`src/rtl/wb_dual_write_sequencer.sv`:
```
// ---------------------------------------------------------------------------
// wb_dual_write_sequencer
// MEM/WB pipeline register plus write-back sequencer for a pipeline whose
// instructions may have two destinations. The register file has one write
// port, so a dual-destination instruction spends two cycles in WB: first
// write_reg, then write_reg2. wb_stall holds all upstream stages during the
// first of those two cycles.
//
// Ports
//   clk, rst            rising-edge clock, synchronous active-high reset
//   freeze              global freeze; holds every register, blocks rf writes
//   *_MEM               MEM-stage instruction fields and candidate values
//   *_WB                registered WB fields, consumed by the forwarding unit
//   rf_we/waddr/wdata   register-file write port
//   wb_stall            hold IF..MEM (and this stage) for one cycle
// ---------------------------------------------------------------------------
module wb_dual_write_sequencer #(
   parameter int DATA_WIDTH = 32,
   parameter int REG_AW     = 4
) (
   input  logic                  clk,
   input  logic                  rst,
   input  logic                  freeze,
   input  logic                  reg_write_en_MEM,
   input  logic                  dual_MEM,
   input  logic                  mem_read_MEM,
   input  logic [REG_AW-1:0]     write_reg_MEM,
   input  logic [REG_AW-1:0]     write_reg2_MEM,
   input  logic [DATA_WIDTH-1:0] alu_result_MEM,
   input  logic [DATA_WIDTH-1:0] mem_data_MEM,
   input  logic [DATA_WIDTH-1:0] result2_MEM,
   output logic                  reg_write_en_WB,
   output logic [REG_AW-1:0]     write_reg_WB,
   output logic [REG_AW-1:0]     write_reg2_WB,
   output logic [DATA_WIDTH-1:0] wb_value_WB,
   output logic [DATA_WIDTH-1:0] wb_value2_WB,
   output logic                  rf_we,
   output logic [REG_AW-1:0]     rf_waddr,
   output logic [DATA_WIDTH-1:0] rf_wdata,
   output logic                  wb_stall
);

   typedef enum logic {PH_FIRST = 1'b0, PH_SECOND = 1'b1} phase_e;

   phase_e                  phase_q, phase_d;
   logic                    reg_write_en_q, reg_write_en_d;
   logic                    dual_q, dual_d;
   logic [REG_AW-1:0]       write_reg_q, write_reg_d;
   logic [REG_AW-1:0]       write_reg2_q, write_reg2_d;
   logic [DATA_WIDTH-1:0]   wb_value_q, wb_value_d;
   logic [DATA_WIDTH-1:0]   wb_value2_q, wb_value2_d;
   logic                    capture;

   always_comb begin
      // The first phase of an enabled dual instruction needs one more cycle.
      wb_stall = reg_write_en_q & dual_q & (phase_q == PH_FIRST);
      capture  = ~freeze & ~wb_stall;

      reg_write_en_d = reg_write_en_q;
      dual_d         = dual_q;
      write_reg_d    = write_reg_q;
      write_reg2_d   = write_reg2_q;
      wb_value_d     = wb_value_q;
      wb_value2_d    = wb_value2_q;
      if (capture) begin
         reg_write_en_d = reg_write_en_MEM;
         dual_d         = dual_MEM;
         write_reg_d    = write_reg_MEM;
         write_reg2_d   = write_reg2_MEM;
         wb_value_d     = mem_read_MEM ? mem_data_MEM : alu_result_MEM;
         wb_value2_d    = result2_MEM;
      end

      // Phase only advances on unfrozen cycles, so a pending write survives a
      // freeze and is issued exactly once afterwards.
      phase_d = phase_q;
      if (!freeze) phase_d = wb_stall ? PH_SECOND : PH_FIRST;

      rf_we    = reg_write_en_q & ~freeze;
      rf_waddr = (phase_q == PH_SECOND) ? write_reg2_q : write_reg_q;
      rf_wdata = (phase_q == PH_SECOND) ? wb_value2_q  : wb_value_q;
   end

   always_ff @(posedge clk) begin
      if (rst) begin
         phase_q        <= PH_FIRST;
         reg_write_en_q <= 1'b0;
         dual_q         <= 1'b0;
         write_reg_q    <= '0;
         write_reg2_q   <= '0;
         wb_value_q     <= '0;
         wb_value2_q    <= '0;
      end else begin
         phase_q        <= phase_d;
         reg_write_en_q <= reg_write_en_d;
         dual_q         <= dual_d;
         write_reg_q    <= write_reg_d;
         write_reg2_q   <= write_reg2_d;
         wb_value_q     <= wb_value_d;
         wb_value2_q    <= wb_value2_d;
      end
   end

   // Forwarding outputs come straight from the WB registers; they hold across
   // both phases of a dual write.
   assign reg_write_en_WB = reg_write_en_q;
   assign write_reg_WB    = write_reg_q;
   assign write_reg2_WB   = write_reg2_q;
   assign wb_value_WB     = wb_value_q;
   assign wb_value2_WB    = wb_value2_q;

endmodule
```
`config.mk`:
```
export PLATFORM = sky130hd
export DESIGN_NAME = wb_dual_write_sequencer
export DESIGN_NICKNAME = d
export VERILOG_FILES = /design/src/rtl/wb_dual_write_sequencer.sv
export SDC_FILE = /design/constraint.sdc
export NUM_CORES = 1
export LEC_CHECK = 0
export ABC_AREA = 1
export ABC_CLOCK_PERIOD_IN_PS = 1880
export CAP_MARGIN = 20
export CORE_UTILIZATION = 40
export CTS_BUF_LIST = sky130_fd_sc_hd__clkbuf_2
export DETAILED_ROUTE_END_ITERATION = 7
export PLACE_DENSITY = 0.94
export SYNTH_ARGS = -nofsm -noshare
export SYNTH_HDL_FRONTEND = slang
export SYNTH_SLANG_ARGS = --single-unit
```
`constraint.sdc`:
```
create_clock -name clk -period 1.88 [get_ports clk]
set_clock_uncertainty 0.2 [all_clocks]
set_input_delay 0.376 -clock clk [delete_from_list [all_inputs] [get_ports clk]]
set_output_delay 0.376 -clock clk [all_outputs]
set_load 0.02 [all_outputs]
```
run_1/util_map.png
(4 px per um) 10 x 10 tiles, from white (low) to dark blue (high), 0 to 100% covered.
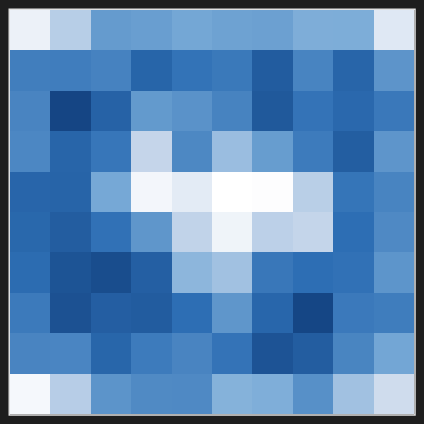
tiles over 75% full: 26%
mean over tiles: 60%
nearly empty tiles: 2.0%
densest ninth of the die: middle left
emptiest ninth of the die: center
fullest tile: 92%

run_1/clock_nets.png
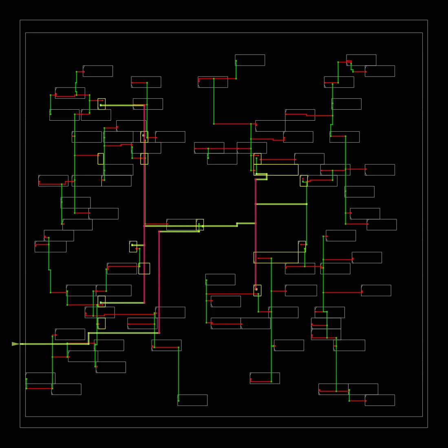
clock network power: 0.000990 W
number of buffers created by CTS: 9
Flop Count: 75

run_1/layers.png
(4 px per um)
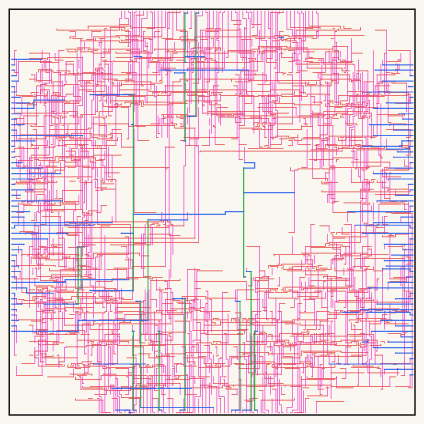
| layer | color | wire length |
|---|---|---|
| M2 | magenta | 6100 um |
| M3 | blue | 884 um |
| M4 | green | 356 um |
| M1 | red | 5140 um |

-- run 1: final timing paths --
check	end	slack, ns	depth (start not counted)
setup reg to reg	dual_q	0.16	8
hold reg to reg	wb_value2_WB[21]	0.33	2
setup / recovery	rf_wdata[26]	-0.19	5
hold / removal	reg_write_en_WB	0.27	3
-- run 1: report_power, final --
| part | switching, W | internal (W) | leakage [nW] |
|---|---|---|---|
| registers | 0.0000874 | 0.00172 | 0.625 |
| clock network | 0.000566 | 0.000424 | 0.0752 |
| logic | 0.000714 | 0.000621 | 2.38 |
| total | 0.00137 | 0.00276 | 3.08 |
-- run 1: final cells by class --
cell class                      count  area [um2]
Clock buffer                        9        45.0
Fill cell                         829        3110
Sequential cell                    75        1510
Inverter                           71         274
Clock inverter                      6        81.3
Multi-Input combinational cell    438        1970
Timing Repair Buffer              239        2220
Tap cell                          129         161
-- run 1: sequential cells by signal, indices dropped and copies added (netlist names) --
signal and flops:
dual_q 1, phase_q 1, reg_write_en_WB 1, wb_value2_WB 32
wb_value_WB 32, write_reg2_WB 4, write_reg_WB 4
-- run 1: routing by layer --
| metal | vias to the layer above | track usage, % | part of all wire, % |
|---|---|---|---|
| met5 | - | 0 | 0 |
| li1 | 2354 | - | - |
| met4 | 0 | 10.1 | 2.9 |
| met1 | 2016 | 26.8 | 41 |
| met2 | 160 | 42.2 | 49 |
| met3 | 35 | 6.66 | 7.1 |
-- run 1: kinds of logic after synthesis --
family                 Yosys count
and+or+nand+nor                330
buffers and inverters          116
DFF                             75
AOI/OAI and AO/OA              108
-- run 1: repair_timing --
| action | in CTS | in global routing |
|---|---|---|
| setup endpoints to repair | 111 | 95 |
| hold buffers | 0 | 0 |
| setup buffers | 4 | 0 |
| pin swaps | 0 | 1 |
| resized | 324 | 99 |
| cloned | 2 | 0 |
-- run 1: per-stage QoR --
stage	setup WS, ns	area, um2	hold slack, ns
floorplan	0.165	3930	0.267
global placement	-0.212	6300	0.288
detailed placement	-0.216	6300	0.296
CTS	-0.268	6330	0.209
global route	-0.315	6260	0.246
finish	-0.192	6260	0.266
-- run 1: tightest hold or removal path, delay by kind of cell --
family	cells	cell delay, ns
buf+inv	2	0.43
compound gates	1	0.15
-- run 1: cell usage in the layout, fill, tap and decap left out, types with 24 or more instances in the layout --
master	netlist	final
sky130_fd_sc_hd__nand2_1	181	180
sky130_fd_sc_hd__clkdlybuf4s50_1	0	108
sky130_fd_sc_hd__nor2_1	107	106
sky130_fd_sc_hd__dfxtp_1	75	71
sky130_fd_sc_hd__inv_1	68	67
sky130_fd_sc_hd__o21ai_0	66	42
sky130_fd_sc_hd__a21oi_1	42	42
sky130_fd_sc_hd__nand3b_1	40	40
sky130_fd_sc_hd__clkbuf_2	0	39
sky130_fd_sc_hd__buf_4	2	25
sky130_fd_sc_hd__clkdlybuf4s15_1	0	24
==> impl_metrics.toml, run 1 <==
# synthesis and place-and-route metrics
[logic_synthesis]
mapped_cell_area_mm2 = 0.00393
synth-async-reset-ratio_pct = 0
top_area_share_pct = 38.2
yosys_stat_cell_total = 629
main_logic_family_after_synthesis = "simple AND/OR/NAND/NOR gates"
yosys_register_bits = 75
most_used_flip_flop_cell_after_synthesis = "sky130_fd_sc_hd__dfxtp_1"
synthAoiAreaFrac_pct = 13.8
seq_area_frac_synth_pct = 38.2
ys_top_cells_by_count = "sky130_fd_sc_hd__nand2_1, sky130_fd_sc_hd__nor2_1, sky130_fd_sc_hd__dfxtp_1"
synth.cellmix.simpleShare_pct = 35.8
synth_top_cell_by_area = "sky130_fd_sc_hd__dfxtp_1"
synth_chip_area_mm2 = 0.00393
ys_types = 16
xor_xnor_share_of_the_synthesized_area_pct = 0
postSynthNetCount = 739
post_synth_inst_count = 629
biggest_area_contributors_in_the_synthesized_netlist = "sky130_fd_sc_hd__dfxtp_1, sky130_fd_sc_hd__nand2_1, sky130_fd_sc_hd__nor2_1"
post_synth.cell_area_avg_um2 = 6.24
synth.most_common_cell = "sky130_fd_sc_hd__nand2_1"
yosysWarningCount = 0
synth-edff-count = 0

[route]
vias_cell = 4.72
post-route-drc-count = 0
drt_first_pass_iters = 4
totalWireLength_um = 12500
avgRoutedWirePerCell_um = 12.9
drt_first_iter_violations = 82
num_vias = 4565
final_antenna_net_count = 0

[run_status]
violations = "setup timing"
run_status = "finished, violations left"

[placement]
gp_congestion = 0.811

[critical_path]
worstPathMaxFanout = 9
crit_family = "flip-flops"
critical_path_buf_inv_count = 3
critPathLaunch = "phase_q"
setup.worst_path.end_class = "output pin"
critPathSlowestCell = "sky130_fd_sc_hd__dfxtp_4"
worstPathCellList = "buf_12 -> buf_6 -> nand2_1 -> o21ai_1 -> buf_4"
start_kind = "register"
timing.critical_path.slowest_cell_delay_ns = 0.46
worstPathRequired_ns = 1.30
r2r-start = "phase_q"

[power]
power_per_cell_area_mw_per_mm2 = 660
power.total_w = 0.00413
max_vdd_drop_mv = 0.414
p_leak_nw = 3.08

[sta]
finalCritPeriodShare_pct = 110
setup_ws_ns = -0.192
grt_setup_unrepaired = "yes"
tns_ns = -5.19
slew_headroom_pct = 82.5
timing_worst_slew_pin_value_ns = 0.259
final-setup-viol-count = 37
hold_violations = 0
period_minus_slack_ns = 2.07

[floorplan]
placeable_core_region_mm2 = 0.00937
initCoreUtil_pct = 41.9
rows = 35
num_io_pins = 221
die-height_um = 101

[job]
cap_violations = 0

[clock_tree]
clock_edge_transition_at_the_registers_on_the_reported_setup_and_hold_paths_ns = 0.20
cts_tree = "done"
cts_num_sinks = 75
insertion_delay_ns = 0.49
cts_max_path_buffers = 2
cts_h_tree_depth = 3
master_cell_of_the_clock_root_buffer = "sky130_fd_sc_hd__clkbuf_2"

[worst_hold_path]
min-delay-start = "reg_write_en_MEM"
min_path_type = "in -> reg"

[layout]
final_nets = 944
final_cell_count_no_fill = 967
antenna_cells = 0
drive_gt1_share_pct = 14.4
synthToLayoutAreaGrowth_pct = 59.5

[global_route]
grt_pass1_vias = 4083
wire_length_of_the_first_global_routing_pass_um = 19100
grt_max_degree = 65
grt_overflow = 0
grt_antenna_before_repair = 0
run_1/m4.png
(6 px per um) Supply wires on this layer in gray. Cells faint in the background.
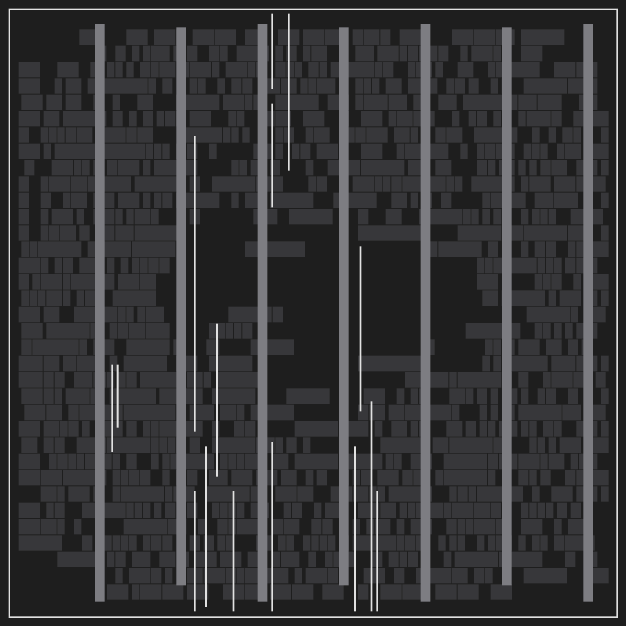

## Run 2: what changed since run 1
REMOVE_ABC_BUFFERS = 1   (was not set)
run_2/m4.png
(6 px per um) Supply wires on this layer in gray. Cells faint in the background.
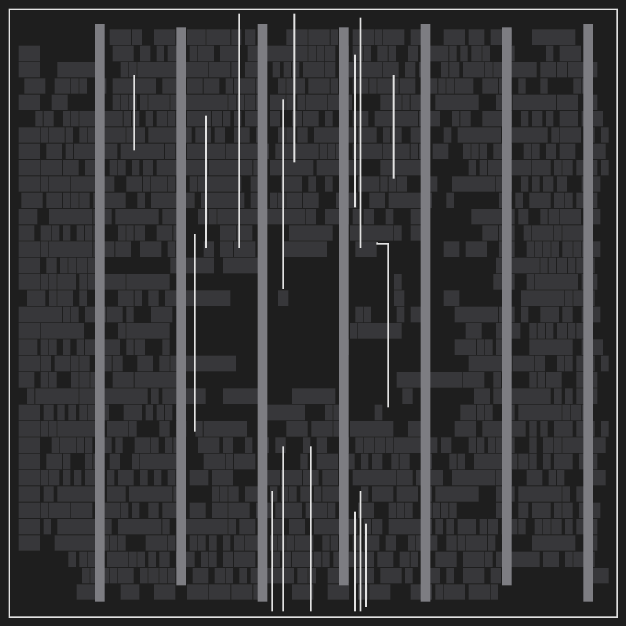
main direction: vertical
nets with wire on the layer: 15
share of all routed wire: 3.3%
wire length on this layer: 394 um

run_2/layers.png
(4 px per um)
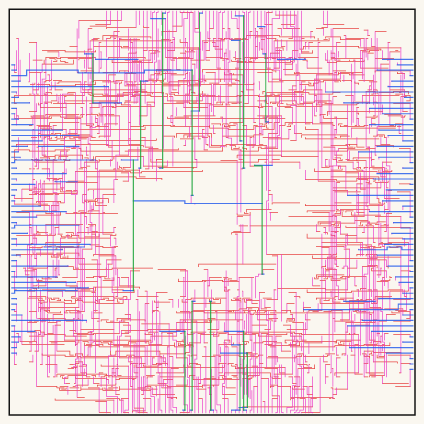
| layer | color | wire length |
|---|---|---|
| M3 | blue | 924 um |
| M1 | red | 4970 um |
| M4 | green | 394 um |
| M2 | magenta | 5740 um |

==> impl_metrics.toml, run 2 <==
# synthesis and place-and-route metrics
[clock_tree]
cts_max_path_buffers = 2
cts_h_tree_depth = 3
clock_edge_transition_at_the_registers_on_the_reported_setup_and_hold_paths_ns = 0.21
insertion_delay_ns = 0.48
master_cell_of_the_clock_root_buffer = "sky130_fd_sc_hd__clkbuf_2"
cts_num_sinks = 75
cts_hold_repair.buffers = 0
cts_tree = "done"
cts_inserted_buffers = 9

[floorplan]
num_io_pins = 221
initCoreUtil_pct = 41.9
die.size.x_um = 101
rows = 35
placeable_core_region_mm2 = 0.00937
die-height_um = 101

[layout]
drive_gt1_share_pct = 11.0
post-route-cell-area_mm2 = 0.00630
filler_cell_count = 849
final_nets = 944
layout_top_cells = "sky130_fd_sc_hd__nand2_1, sky130_fd_sc_hd__clkdlybuf4s50_1, sky130_fd_sc_hd__nor2_1, sky130_fd_sc_hd__dfxtp_1, sky130_fd_sc_hd__inv_1"
layout.cells.most_common = "sky130_fd_sc_hd__nand2_1"
synthToLayoutAreaGrowth_pct = 60.6
antenna_cells = 0

[route]
drt_first_pass_iters = 4
vias_cell = 4.67
drt_first_iter_violations = 105
avgRoutedWirePerCell_um = 12.4
num_vias = 4521
post-route-drc-count = 0
totalWireLength_um = 12000
final_antenna_net_count = 0

[logic_synthesis]
synth_chip_area_mm2 = 0.00393
most_used_flip_flop_cell_after_synthesis = "sky130_fd_sc_hd__dfxtp_1"
synth.most_common_cell = "sky130_fd_sc_hd__nand2_1"
ys_types = 16
yosys_register_bits = 75
yosys_stat_cell_total = 629
mapped_cell_area_mm2 = 0.00393
biggest_area_contributors_in_the_synthesized_netlist = "sky130_fd_sc_hd__dfxtp_1, sky130_fd_sc_hd__nand2_1, sky130_fd_sc_hd__nor2_1"
post_synth.cell_area_avg_um2 = 6.24
yosysWarningCount = 0
synth-async-reset-ratio_pct = 0
synth-edff-count = 0
synth_top_cell_by_area = "sky130_fd_sc_hd__dfxtp_1"
seq_area_frac_synth_pct = 38.2
top_area_share_pct = 38.2
post_synth_inst_count = 629
ys_top_cells_by_count = "sky130_fd_sc_hd__nand2_1, sky130_fd_sc_hd__nor2_1, sky130_fd_sc_hd__dfxtp_1"

[sta]
setup_ws_ns = -0.113
slew_headroom_pct = 81.7
final-setup-viol-count = 37
timing_worst_slew_pin_value_ns = 0.271
achievable-frequency_mhz = 502
finalCritPeriodShare_pct = 106
hold_violations = 0
period_minus_slack_ns = 1.99
grt_setup_unrepaired = "yes"

[power]
switching_share_pct = 31.8
max_vdd_drop_mv = 0.407
switching_power_w = 0.00135
seq_power_share_pct = 42.3
power.share.combinational_pct = 31.1
internal-power_w = 0.00290
clock_power_share_pct = 26.6
p_leak_nw = 3.11
power_per_cell_area_mw_per_mm2 = 674

[worst_hold_path]
min_path_type = "in -> reg"

[run_status]
violations = "setup timing"
run_status = "finished, violations left"

[critical_path]
worstPathCellList = "buf_12 -> nand2_1 -> o21ai_1 -> buf_4"
worstPathMaxFanout = 29
critPathSlowestCell = "sky130_fd_sc_hd__dfxtp_4"
path_class = "reg -> out"
worstPathRequired_ns = 1.30
start_kind = "register"
timing.critical_path.slowest_cell_delay_ns = 0.44
crit_family = "flip-flops"
setup.worst_path.end_class = "output pin"
critical_path_buf_inv_count = 2

[global_route]
grt_overflow = 0
grt_pass1_vias = 4103
grt_antenna_before_repair = 0
grt_max_degree = 57
wire_length_of_the_first_global_routing_pass_um = 18800

[placement]
area_after_detailed_placement_mm2 = 0.00631
gp_congestion = 0.788

[job]
warning_count = 27
cap_violations = 0
run_2/util_map.png
(4 px per um) 10 x 10 tiles, from white (low) to dark blue (high), 0 to 100% covered.
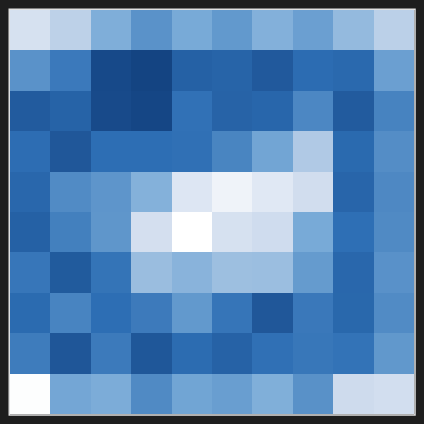
fullest tile: 92%
mean over tiles: 60%
nearly empty tiles: 2.0%
emptiest ninth of the die: center
tiles over 75% full: 30%

-- run 2: cell families (layout without fill, tap and decap cells) --
logic type	count (synthesis)	in the layout	synth area share [%]
compound gates	108	108	13.8
flops	75	75	38.2
simple gates	330	330	35.8
buf+inv	116	326	12.2
-- run 2: power by group through the flow --
stage	sequential, W	combinational [W]	clock, W
after floorplan	0.00199	0.000478	0
after global placement	0.00183	0.00140	0
after detailed placement	0.00184	0.00142	0
after CTS	0.00180	0.00131	0.00117
after global routing	0.00182	0.00144	0.00123
final	0.00180	0.00132	0.00113
-- run 2: cell type report --
| cell class | instances | area (um2) | share of cell area (%) |
|---|---|---|---|
| sequential | 75 | 1510 | 23.9 |
| clock buffer | 9 | 45.0 | 0.714 |
| timing repair buffer | 239 | 2260 | 35.8 |
| inverter | 71 | 274 | 4.35 |
| multi-input combinational | 438 | 1960 | 31.0 |
| clock inverter | 7 | 106 | 1.69 |
| tap | 129 | 161 | 2.56 |
-- run 2: final timing paths --
check,from,endpoint,slack (ns),depth (start not counted)
worst max-delay path,phase_q,rf_wdata[9],-0.11,4
worst min-delay path,mem_read_MEM,wb_value_WB[2],0.26,5
worst max register to register,phase_q,wb_value2_WB[3],0.21,8
worst min register to register,wb_value2_WB[9],wb_value2_WB[9],0.33,2
-- run 2: layer usage --
metal	global-route usage, %	wire length (um)	vias up	part of all wire (%)
met5	0	0	-	0
met4	10.5	394	0	3.3
met3	6.03	923	34	7.7
met2	41.0	5740	161	48
met1	26.1	4970	1980	41
li1	-	-	2346	-
-- run 2: timing repair --
action,in CTS,in global routing
endpoints found under the setup margin,111,76
gates resized,310,63
cloned,0,0
pin swaps,0,1
endpoints found under the hold margin,0,0
buffers inserted,1,1
-- run 2: per-stage QoR --
stage	power [W]	cells	worst slack, ns	setup TNS [ns]	hold slack (ns)
CTS	0.00427	967	-0.148	-4.48	0.211
finish	0.00425	968	-0.113	-2.45	0.262
global route	0.00449	968	-0.222	-7.11	0.254
global placement	0.00323	950	-0.202	-0.769	0.283
detailed placement	0.00326	950	-0.205	-1.23	0.294
floorplan	0.00247	584	-1.53	-98.64	0.272
-- run 2: worst register-to-register path, cell delays in order, from the launching register on --
cell and delay, ns:
sky130_fd_sc_hd__dfxtp_4 0.44, sky130_fd_sc_hd__buf_4 0.14, sky130_fd_sc_hd__clkinv_4 0.07, sky130_fd_sc_hd__nand3_4 0.07
sky130_fd_sc_hd__buf_4 0.14, sky130_fd_sc_hd__buf_4 0.28, sky130_fd_sc_hd__nand3b_1 0.13, sky130_fd_sc_hd__nand2_1 0.07
sky130_fd_sc_hd__nor2_1 0.04
Power is estimated from default activity; no workload was simulated.
